$ cat config.mk
export PLATFORM = sky130hd
export DESIGN_NAME = ack_monitor
export DESIGN_NICKNAME = d
export VERILOG_FILES = /design/src/rtl/ack_monitor.sv
export SDC_FILE = /design/constraint.sdc
export NUM_CORES = 1
export LEC_CHECK = 0
export CORE_AREA = 2 2 101 103
export DETAILED_ROUTE_END_ITERATION = 8
export DIE_AREA = 0 0 103 105
export GPL_ROUTABILITY_DRIVEN = 0
export PLACE_DENSITY = 0.43
export SLEW_MARGIN = 20
export SYNTH_ARGS = -nofsm -noshare
export SYNTH_HDL_FRONTEND = slang
export SYNTH_SLANG_ARGS = --single-unit
$ cat constraint.sdc
create_clock -name clk -period 2.3 [get_ports clk]
set_input_delay 0.345 -clock clk [delete_from_list [all_inputs] [get_ports clk]]
set_output_delay 0.345 -clock clk [all_outputs]
set_load 0.005 [all_outputs]
$ cat src/rtl/ack_monitor.sv
// Checks that ack rising edges arrive every EXP_PERIOD +/- TOL cycles, locks after LOCK_N good intervals.
// Optional ACK_MON_STICKY_ERR_EN: ERR is held until clear/rst instead of exiting on the next ack edge.
module ack_monitor #(
  parameter int EXP_PERIOD = 15,
  parameter int TOL        = 1,
  parameter int LOCK_N     = 4,
  parameter int CNT_W      = 16
) (
  input  logic             clk,
  input  logic             rst,
  input  logic             ack,
  input  logic             clear,
  output logic             locked,
  output logic             err,
  output logic [CNT_W-1:0] ack_count,
  output logic [7:0]       last_interval
);

  localparam int STK_W = $clog2(LOCK_N + 1);
  localparam logic [7:0]       LO_LIM   = 8'(EXP_PERIOD - TOL);
  localparam logic [7:0]       HI_LIM   = 8'(EXP_PERIOD + TOL);
  localparam logic [7:0]       TO_LIM   = 8'(EXP_PERIOD + TOL + 1);
  localparam logic [STK_W-1:0] LOCK_STK = STK_W'(LOCK_N);

  typedef enum logic [1:0] {IDLE, TRACK, LOCKED, ERR} state_t;

  state_t           r_state;
  state_t           w_state_nxt;
  logic             r_ack_s;
  logic             r_ack_p;
  logic [1:0]       r_smp_vld;
  logic [7:0]       r_ivl;
  logic [STK_W-1:0] r_streak;
  logic [STK_W-1:0] w_streak_nxt;
  logic [STK_W-1:0] w_streak_inc;
  logic [CNT_W-1:0] w_count_nxt;
  logic [7:0]       w_last_nxt;
  logic             w_edge;
  logic             w_good;
  logic             w_timeout;

  // The previous sample must be a real post-reset sample, so an ack that is
  // already high when reset releases is not mistaken for a rising edge.
  assign w_edge       = r_ack_s & ~r_ack_p & r_smp_vld[1];
  assign w_good       = (r_ivl >= LO_LIM) && (r_ivl <= HI_LIM);
  assign w_timeout    = (r_ivl >= TO_LIM) && !w_edge;
  assign w_streak_inc = (r_streak >= LOCK_STK) ? r_streak : r_streak + 1'b1;

  always_ff @(posedge clk or posedge rst) begin
    if (rst) begin
      r_ack_s   <= 1'b0;
      r_ack_p   <= 1'b0;
      r_smp_vld <= 2'b00;
    end else begin
      r_ack_s   <= ack;
      r_ack_p   <= r_ack_s;
      r_smp_vld <= {r_smp_vld[0], 1'b1};
    end
  end

  // Interval counter: value at an edge is the number of clk edges since the previous edge.
  always_ff @(posedge clk or posedge rst) begin
    if (rst) begin
      r_ivl <= 8'd0;
    end else if (clear) begin
      r_ivl <= 8'd0;
    end else if (w_edge) begin
      r_ivl <= 8'd1;
    end else if (r_ivl != 8'hFF) begin
      r_ivl <= r_ivl + 8'd1;
    end
  end

  always_comb begin
    w_state_nxt  = r_state;
    w_streak_nxt = r_streak;
    w_count_nxt  = ack_count;
    w_last_nxt   = last_interval;
    if (clear) begin
      w_state_nxt  = IDLE;
      w_streak_nxt = '0;
      w_count_nxt  = '0;
      w_last_nxt   = 8'd0;
    end else begin
      case (r_state)
        IDLE: begin
          if (w_edge) begin
            w_state_nxt  = TRACK;
            w_streak_nxt = '0;
          end
        end
        TRACK, LOCKED: begin
          if (w_edge) begin
            w_last_nxt = r_ivl;
            if (w_good) begin
              w_count_nxt  = (&ack_count) ? ack_count : ack_count + 1'b1;
              w_streak_nxt = w_streak_inc;
              if (w_streak_inc >= LOCK_STK) begin
                w_state_nxt = LOCKED;
              end
            end else begin
              w_state_nxt  = ERR;
              w_streak_nxt = '0;
            end
          end else if (w_timeout) begin
            w_state_nxt  = ERR;
            w_streak_nxt = '0;
          end
        end
        ERR: begin
`ifndef ACK_MON_STICKY_ERR_EN
          if (w_edge) begin
            w_state_nxt  = TRACK;
            w_streak_nxt = '0;
          end
`endif
        end
        default: begin
          w_state_nxt  = IDLE;
          w_streak_nxt = '0;
        end
      endcase
    end
  end

  always_ff @(posedge clk or posedge rst) begin
    if (rst) begin
      r_state       <= IDLE;
      r_streak      <= '0;
      locked        <= 1'b0;
      err           <= 1'b0;
      ack_count     <= '0;
      last_interval <= 8'd0;
    end else begin
      r_state       <= w_state_nxt;
      r_streak      <= w_streak_nxt;
      locked        <= (w_state_nxt == LOCKED);
      err           <= (w_state_nxt == ERR);
      ack_count     <= w_count_nxt;
      last_interval <= w_last_nxt;
    end
  end

endmodule

==> results.json, run 1 <==
{
  "status": "finished, final reports clean",
  "grt_pass1_vias": 1851,
  "fillers": 1053,
  "start_kind": "register",
  "dr_wl_met2_mm": 2.36,
  "crit_required_ns": 2.49,
  "avgViaCountPerCell": 4.66,
  "area_growth_pct": 27.7,
  "reg2regPathDepth": 5,
  "warnings": 31,
  "use_met1_pct": 16.6,
  "setup_viol": 0,
  "cp_max_fo": 13,
  "post-dp-hpwl_mm": 3.99,
  "seq_share_pct": 37.3,
  "buffers": 45,
  "crit_type": "register to register",
  "enable_flop_cells": 0,
  "leakagePower_nw": 1.15,
  "ys_seq_share_pct": 47.6,
  "r2r_setup_slack_ns": 0.11,
  "synth.mux.area_fraction_pct": 0.996,
  "wire_per_inst_um": 13.6,
  "fin_skew_ns": 0.00944,
  "slew_viol_final": 0,
  "path_clk_slew_ns": 0.09,
  "grtUsageMet3_pct": 2.27,
  "top_register": "ack_count",
  "pin_count": 30,
  "tightestPinTransition_ns": 0.705,
  "fa_ha_area_share_pct": 3.87,
  "synthAoiAreaFrac_pct": 18.9,
  "rows": 36,
  "synth_cell_types": 57,
  "cts_tree": "done",
  "synth_area_per_cell_um2": 9.66,
  "cts_setup_buffers": 0,
  "path_cells": "nor4_4 -> o2111ai_2 -> a211o_4 -> or4b_1 -> o211a_1",
  "crit_cells": 5,
  "drtAntennaViolNets": 0,
  "nWellTaps": 133
}
[run 1: cell usage after synthesis (2+ instances only)]
cell	count	share of area, %
o41ai_1	2	0.77
a21oi_1	22	4.9
mux2_2	2	1.0
nand2_1	27	4.5
o31ai_1	8	2.7
xnor2_1	2	0.77
clkbuf_1	3	0.50
ha_1	7	3.9
xor2_1	2	0.77
o21ai_0	12	2.7
nand3b_1	2	0.66
nand4_1	2	0.55
or3_1	5	1.4
nor3b_1	2	0.66
buf_6	2	1.0
o211ai_1	4	1.3
buf_2	2	0.44
o211a_1	2	0.89
and3_1	4	1.1
or4_1	6	2.0
nand3_1	10	2.2
inv_1	9	1.5
or2_2	2	0.55
nor3_1	7	1.5
dfrtp_1	43	48
nor2_1	13	2.2
and2_1	2	0.55
[run 1: through the flow]
stage | std cells | area (um^2) | total power [mW] | setup slack, ns | util [%]
final | 409 | 2890 | 1.37 | 0.112 | 29.9
after global routing | 409 | 2890 | 1.43 | 0.00798 | 29.9
after CTS | 409 | 2870 | 1.39 | 0.0287 | 29.7
after detailed placement | 402 | 2780 | 0.884 | 0.0695 | 28.8
after global placement | 402 | 2780 | 0.885 | 0.113 | 28.8
after floorplan | 234 | 2260 | 0.844 | 0.248 | -
[run 1: report_power, final]
part,internal (mW),switching (mW),total [mW]
sequential,0.764,0.0111,0.775
combinational,0.0333,0.0579,0.0911
clock,0.236,0.265,0.501
total,1.03,0.334,1.37
[run 1: worst min-delay path by stage]
stage | start | endpoint | cells after the start
finish | r_smp_vld[0] | r_smp_vld[1] | 0
global route | r_smp_vld[0] | r_smp_vld[1] | 0
CTS | r_smp_vld[0] | r_smp_vld[1] | 0
detailed placement | r_smp_vld[0] | r_smp_vld[1] | 0
global placement | r_smp_vld[0] | r_smp_vld[1] | 0
floorplan | r_smp_vld[0] | r_smp_vld[1] | 0
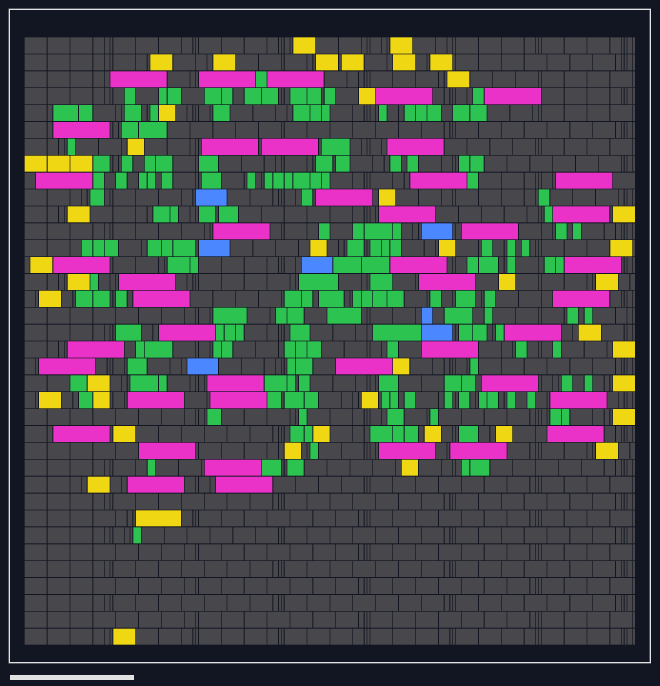
**Above:** run 1 (cells colored by class).
Bar = 20 um. Fill, decap, tap and diode cells in gray.
legend:
  other buffers and delay cells:
    color: yellow
    cells: 45
  all other logic:
    color: green
    cells: 181
  clock drivers and dummy loads:
    color: blue
    cells: 7
  flops:
    color: magenta
    cells: 43

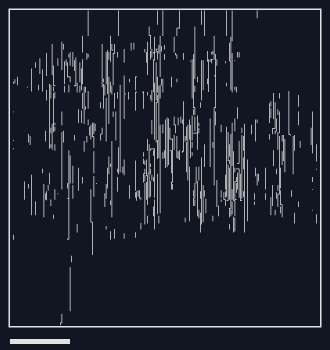
**Above:** run 1 (signal wires on met2).
Bar = 20 um.
longest straight run: 36.0 um
wire length on this layer: 2,360 um
main direction: vertical
share of all routed wire: 42%
Total Wirelength: 5.58 mm
met2 Usage GRT: 15.4%
vias: 1,904

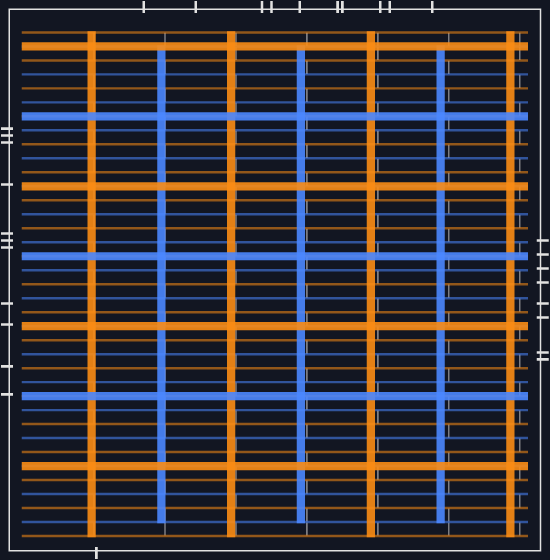
**Above:** run 1 (floorplan with the power grid).
Pins as bars on the die edge. Tap cells in gray.
legend:
  VDD:
    color: blue
  VSS:
    color: orange
signal pins: 30
met5 straps: 7
tap cells: 133
rows: 36
met4 straps: 7

==> inputs of run 2 (changes only) <==
CAP_MARGIN = 20   (was not set)
TNS_END_PERCENT = 50   (was not set)
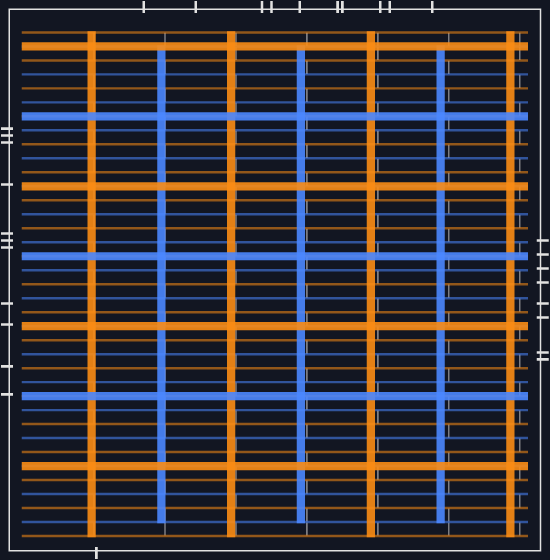
**Above:** run 2 (floorplan with the power grid).
Pins as bars on the die edge. Tap cells in gray.
legend:
  VSS:
    color: orange
  VDD:
    color: blue
signal pins: 30
tap cells: 133
met1 rails: 37
met4 straps: 7
die height: 105 um
core area: 0.00964 mm^2
Die X: 103 um
VDD IR-drop max: 215 uV

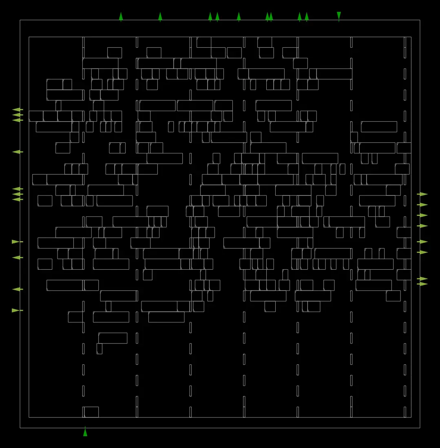
**Above:** run 2 (placement view).
Filler cells: 1,053
n_taps: 133
flop share of the area: 37.3%
Final Non-Filler Cells: 409

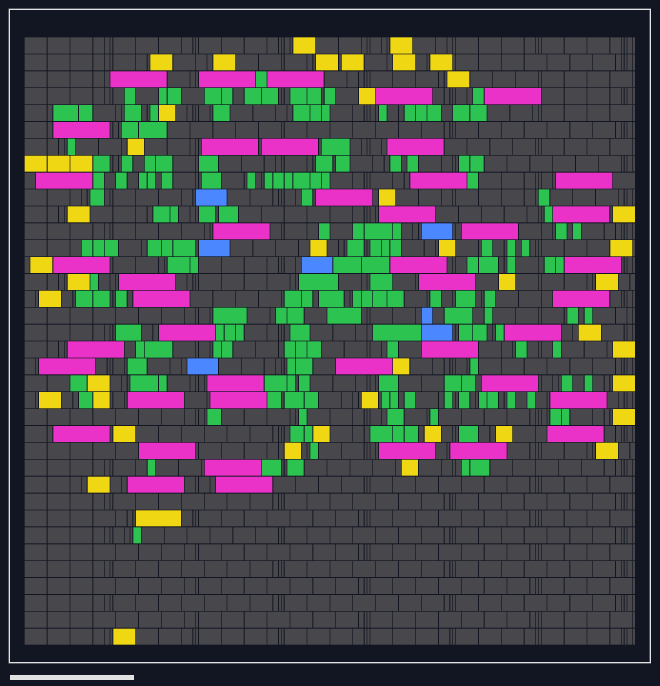
**Above:** run 2 (cells colored by class).
Bar = 20 um. Fill, decap, tap and diode cells in gray.
legend:
  other buffers and delay cells:
    color: yellow
    cells: 45
  flops:
    color: magenta
    cells: 43
  all other logic:
    color: green
    cells: 181
  clock drivers and dummy loads:
    color: blue
    cells: 7
Util after Layout: 29.9%
row count: 36
Finished Cell Area: 0.00289 mm^2

==> results.json, run 2 <==
{
  "cp_max_fo": 13,
  "synth_area_per_cell_um2": 9.66,
  "top_register": "ack_count",
  "hold_start": "r_smp_vld[0]",
  "ys_seq_share_pct": 47.6,
  "crit_cells": 5,
  "cts_setup_buffers": 0,
  "status": "finished, final reports clean",
  "start_kind": "register",
  "wire_per_inst_um": 13.6,
  "top_area_cell": "dfrtp_1",
  "fin_skew_ns": 0.00944,
  "setup_viol": 0,
  "pin_count": 30,
  "path_cells": "nor4_4 -> o2111ai_2 -> a211o_4 -> or4b_1 -> o211a_1",
  "area_growth_pct": 27.7,
  "crit_required_ns": 2.49,
  "grt_pass1_vias": 1851,
  "warnings": 31,
  "path_clk_slew_ns": 0.09,
  "tightestPinTransition_ns": 0.705,
  "total_power_mw": 1.37,
  "r2r_setup_slack_ns": 0.11,
  "ys_top_cells_by_count": "43 x dfrtp_1, 27 x nand2_1, 22 x a21oi_1, 13 x nor2_1, 12 x o21ai_0",
  "top_cells_by_area": "dfrtp_1 48%, a21oi_1 4.9%, nand2_1 4.5%",
  "crit_type": "register to register",
  "reg2regPathDepth": 5,
  "cts_tree": "done",
  "synth_cell_types": 57,
  "leakagePower_nw": 1.15,
  "buffers": 45,
  "slew_viol_final": 0,
  "drtAntennaViolNets": 0
}
==> run 2: metal layers <==
| layer | GRT usage (%) | routed length (um) | vias up |
|---|---|---|---|
| met4 | 3.10 | 59 | 0 |
| met5 | 0 | 0 | - |
| met1 | 16.6 | 2940 | 924 |
| li1 | - | - | 936 |
| met2 | 15.4 | 2360 | 39 |
| met3 | 2.27 | 211 | 5 |
==> run 2: power breakdown <==
group          leakage (nW)  switching (mW)  internal (mW)
clock network        0.0470           0.265          0.236
logic                 0.512          0.0579         0.0333
registers             0.589          0.0111          0.764
total                  1.15           0.334           1.03
==> run 2: kinds of logic (layout without fill, tap and decap cells) <==
family | after synthesis | after routing | synth area share, %
AND/OR/NAND/NOR | 93 | 93 | 22.2
AND-OR/OR-AND | 65 | 65 | 18.9
flip-flops | 43 | 43 | 47.6
buffers and inverters | 19 | 61 | 4.70
adder cells (fa/ha/maj) | 7 | 7 | 3.87
XOR/XNOR | 4 | 4 | 1.55
multiplexers | 2 | 2 | 0.996
other | 1 | 1 | 0.166
==> run 2: how the worst min path moves through the flow <==
stage	slack, ns	to	cells past startpoint
3_5_place_dp	0.34	r_smp_vld[1]	0
3_3_place_gp	0.33	r_smp_vld[1]	0
4_1_cts	0.36	r_smp_vld[1]	0
6_report	0.36	r_smp_vld[1]	0
5_1_grt	0.36	r_smp_vld[1]	0
2_1_floorplan	0.33	r_smp_vld[1]	0
==> run 2: through the flow <==
| stage | utilization, % | setup slack, ns | instances | cell area, um^2 |
|---|---|---|---|---|
| after CTS | 29.7 | 0.0287 | 409 | 2870 |
| after global routing | 29.9 | 0.00798 | 409 | 2890 |
| after global placement | 28.8 | 0.113 | 402 | 2780 |
| after floorplan | - | 0.248 | 234 | 2260 |
| final | 29.9 | 0.112 | 409 | 2890 |
| after detailed placement | 28.8 | 0.0695 | 402 | 2780 |
**Run 2: clock distribution**

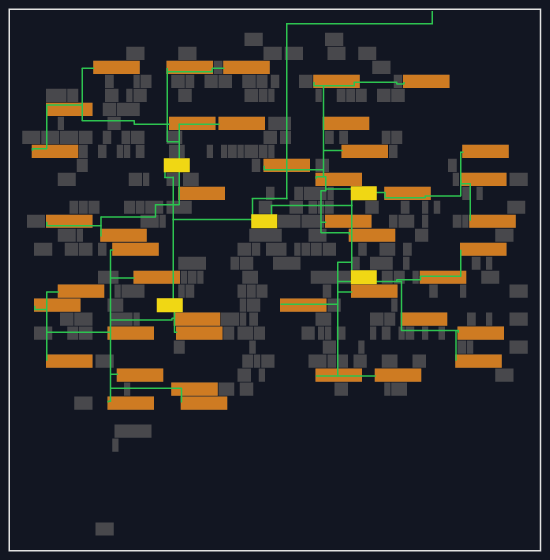

==> inputs of run 3 (changes only) <==
CORE_AREA = 2 2 72 143   (was 2 2 101 103)
DIE_AREA = 0 0 74 145   (was 0 0 103 105)
PLACE_DENSITY = 0.44   (was 0.43)
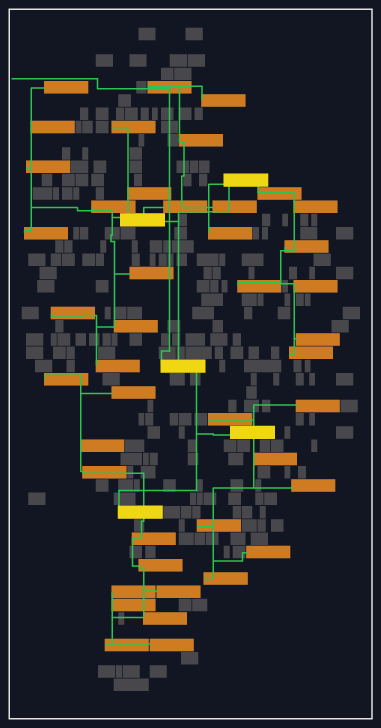
**Above:** run 3 (clock distribution).
legend:
  flip-flops:
    color: orange
    count: 43
  clock wires:
    color: green
    length: 676 um
  cells driving clock nets:
    color: yellow
    count: 5
flops lie: all over the die
routed clock nets: 6
Late-Pin Clk Latency: 0.29 ns
clock power share: 43.8%

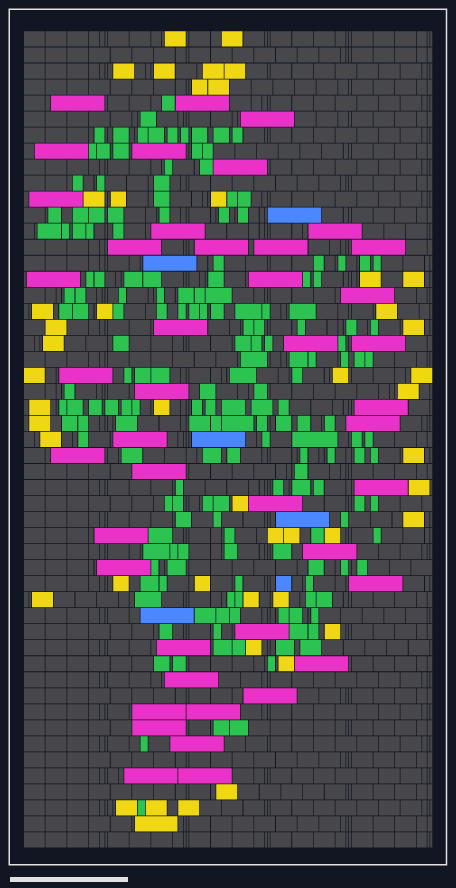
**Above:** run 3 (cells colored by class).
Bar = 20 um. Fill, decap, tap and diode cells in gray.
legend:
  flops:
    color: magenta
    cells: 43
  other buffers and delay cells:
    color: yellow
    cells: 47
  clock drivers and dummy loads:
    color: blue
    cells: 6
  all other logic:
    color: green
    cells: 181
Util after Layout: 30.4%
core area: 0.00964 mm^2
flop share of the area: 36.8%
row count: 51
Finished Cell Area: 0.00293 mm^2

==> results.json, run 3 <==
{
  "seq_power_share_pct": 50.3,
  "cp_max_fo": 11,
  "dp_cells": 403,
  "wire_per_inst_um": 14.6,
  "fa_ha_area_share_pct": 3.87,
  "status": "finished, final reports clean",
  "area_growth_pct": 29.4,
  "crit_required_ns": 2.48,
  "switching_share_pct": 23.1,
  "use_met1_pct": 12.1,
  "fillers": 1044,
  "top_usage_layer": "met2",
  "synthAoiAreaFrac_pct": 18.9,
  "total_power_mw": 1.55,
  "grtUsageMet3_pct": 2.29,
  "pin_count": 30,
  "ys_seq_share_pct": 47.6,
  "synthSimpleGateAreaFrac_pct": 22.2,
  "comb_power_share_pct": 5.8,
  "start_kind": "register",
  "post-dp-hpwl_mm": 4.57,
  "pre_cts_ws_ns": 0.105,
  "path_cells": "nor4_4 -> o2111ai_2 -> a211o_2 -> or4b_1 -> o211a_1",
  "ys_top_logic_family": "simple AND/OR/NAND/NOR gates",
  "avgViaCountPerCell": 4.71,
  "top_cells_by_area": "dfrtp_1 48%, a21oi_1 4.9%, nand2_1 4.5%",
  "setup_viol": 0,
  "drtAntennaViolNets": 0,
  "grt_pass1_vias": 1954,
  "crit_type": "register to register",
  "slew_viol_final": 0,
  "enable_flop_cells": 0,
  "most_common_cell": "dfrtp_1",
  "top_register": "ack_count",
  "path_clk_slew_ns": 0.06,
  "irDropWorstVdd_uv": 233,
  "routed_wl_mm": 5.97,
  "ys_top_cells_by_count": "43 x dfrtp_1, 27 x nand2_1, 22 x a21oi_1, 13 x nor2_1, 12 x o21ai_0",
  "synth_cell_types": 57,
  "die_w_um": 74,
  "synth.mux.area_fraction_pct": 0.996,
  "vias": 1928,
  "dpl-instance-area_mm2": 0.00279,
  "synth_area_per_cell_um2": 9.66,
  "leakagePower_nw": 1.17,
  "top_area_share_pct": 47.6,
  "final.setup.worst_slack_ns": 0.130,
  "fin_cells": 409,
  "synth-xor-area-share_pct": 1.55,
  "die_y_um": 145
}
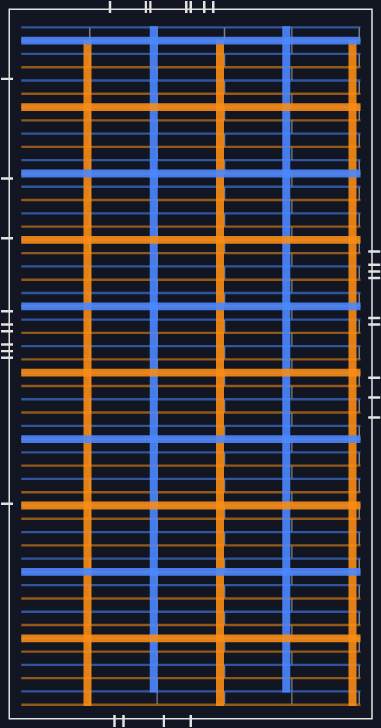
**Above:** run 3 (floorplan with the power grid).
Pins as bars on the die edge. Tap cells in gray.
legend:
  VDD:
    color: blue
  VSS:
    color: orange
met1 rails: 52
met4 straps: 5
signal pins: 30

[run 3: cell counts after synthesis]
Identical to the previous run, type by type.
[run 3: cell type report]
class	count	area [um^2]	share of cell area [%]
multi-input combinational	172	1080	36.9
sequential	43	1080	36.8
timing repair buffer	47	438	15.0
tap	132	165	5.65
clock buffer	5	125	4.28
inverter	9	33.8	1.15
clock inverter	1	7.51	0.257
[run 3: final timing paths]
path                         startpoint       endpoint  slack, ns  depth (start not counted)
setup / recovery               r_ivl[4]  ack_count[14]       0.13                          5
hold / removal             r_smp_vld[0]   r_smp_vld[1]       0.35                          0
setup reg to reg               r_ivl[4]  ack_count[14]       0.13                          5
hold reg to reg            r_smp_vld[0]   r_smp_vld[1]       0.35                          0
max in group asynchronous           rst   ack_count[0]       1.68                          3
min in group asynchronous           rst        r_ack_s       0.39                          3
[run 3: metal layers]
layer | share of wire [%] | wire, um
met3 | 2.9 | 172
met1 | 36 | 2180
met5 | 0 | 0
met4 | 2.2 | 131
met2 | 58 | 3490
[run 3: worst reg2reg max path, delay by kind of cell (launching register included)]
kind / cells / cell delay, ns
DFF: 1 / 0.44
AOI/OAI and AO/OA: 3 / 0.74
and+or+nand+nor: 2 / 0.88
[run 3: power groups by stage]
stage / logic, mW / clock network, mW / registers, mW
2_1_floorplan: 0.0565 / 0 / 0.787
3_3_place_gp: 0.0947 / 0 / 0.792
3_5_place_dp: 0.0934 / 0 / 0.792
4_1_cts: 0.0941 / 0.704 / 0.778
5_1_grt: 0.103 / 0.725 / 0.779
6_report: 0.0903 / 0.677 / 0.778
[run 3: what timing repair did]
| item | in CTS | in global routing |
|---|---|---|
| endpoints found under the setup margin | 0 | 3 |
| endpoints found under the hold margin | 0 | 0 |
| resized | 0 | 1 |
Power and IR drop assume default switching activity.
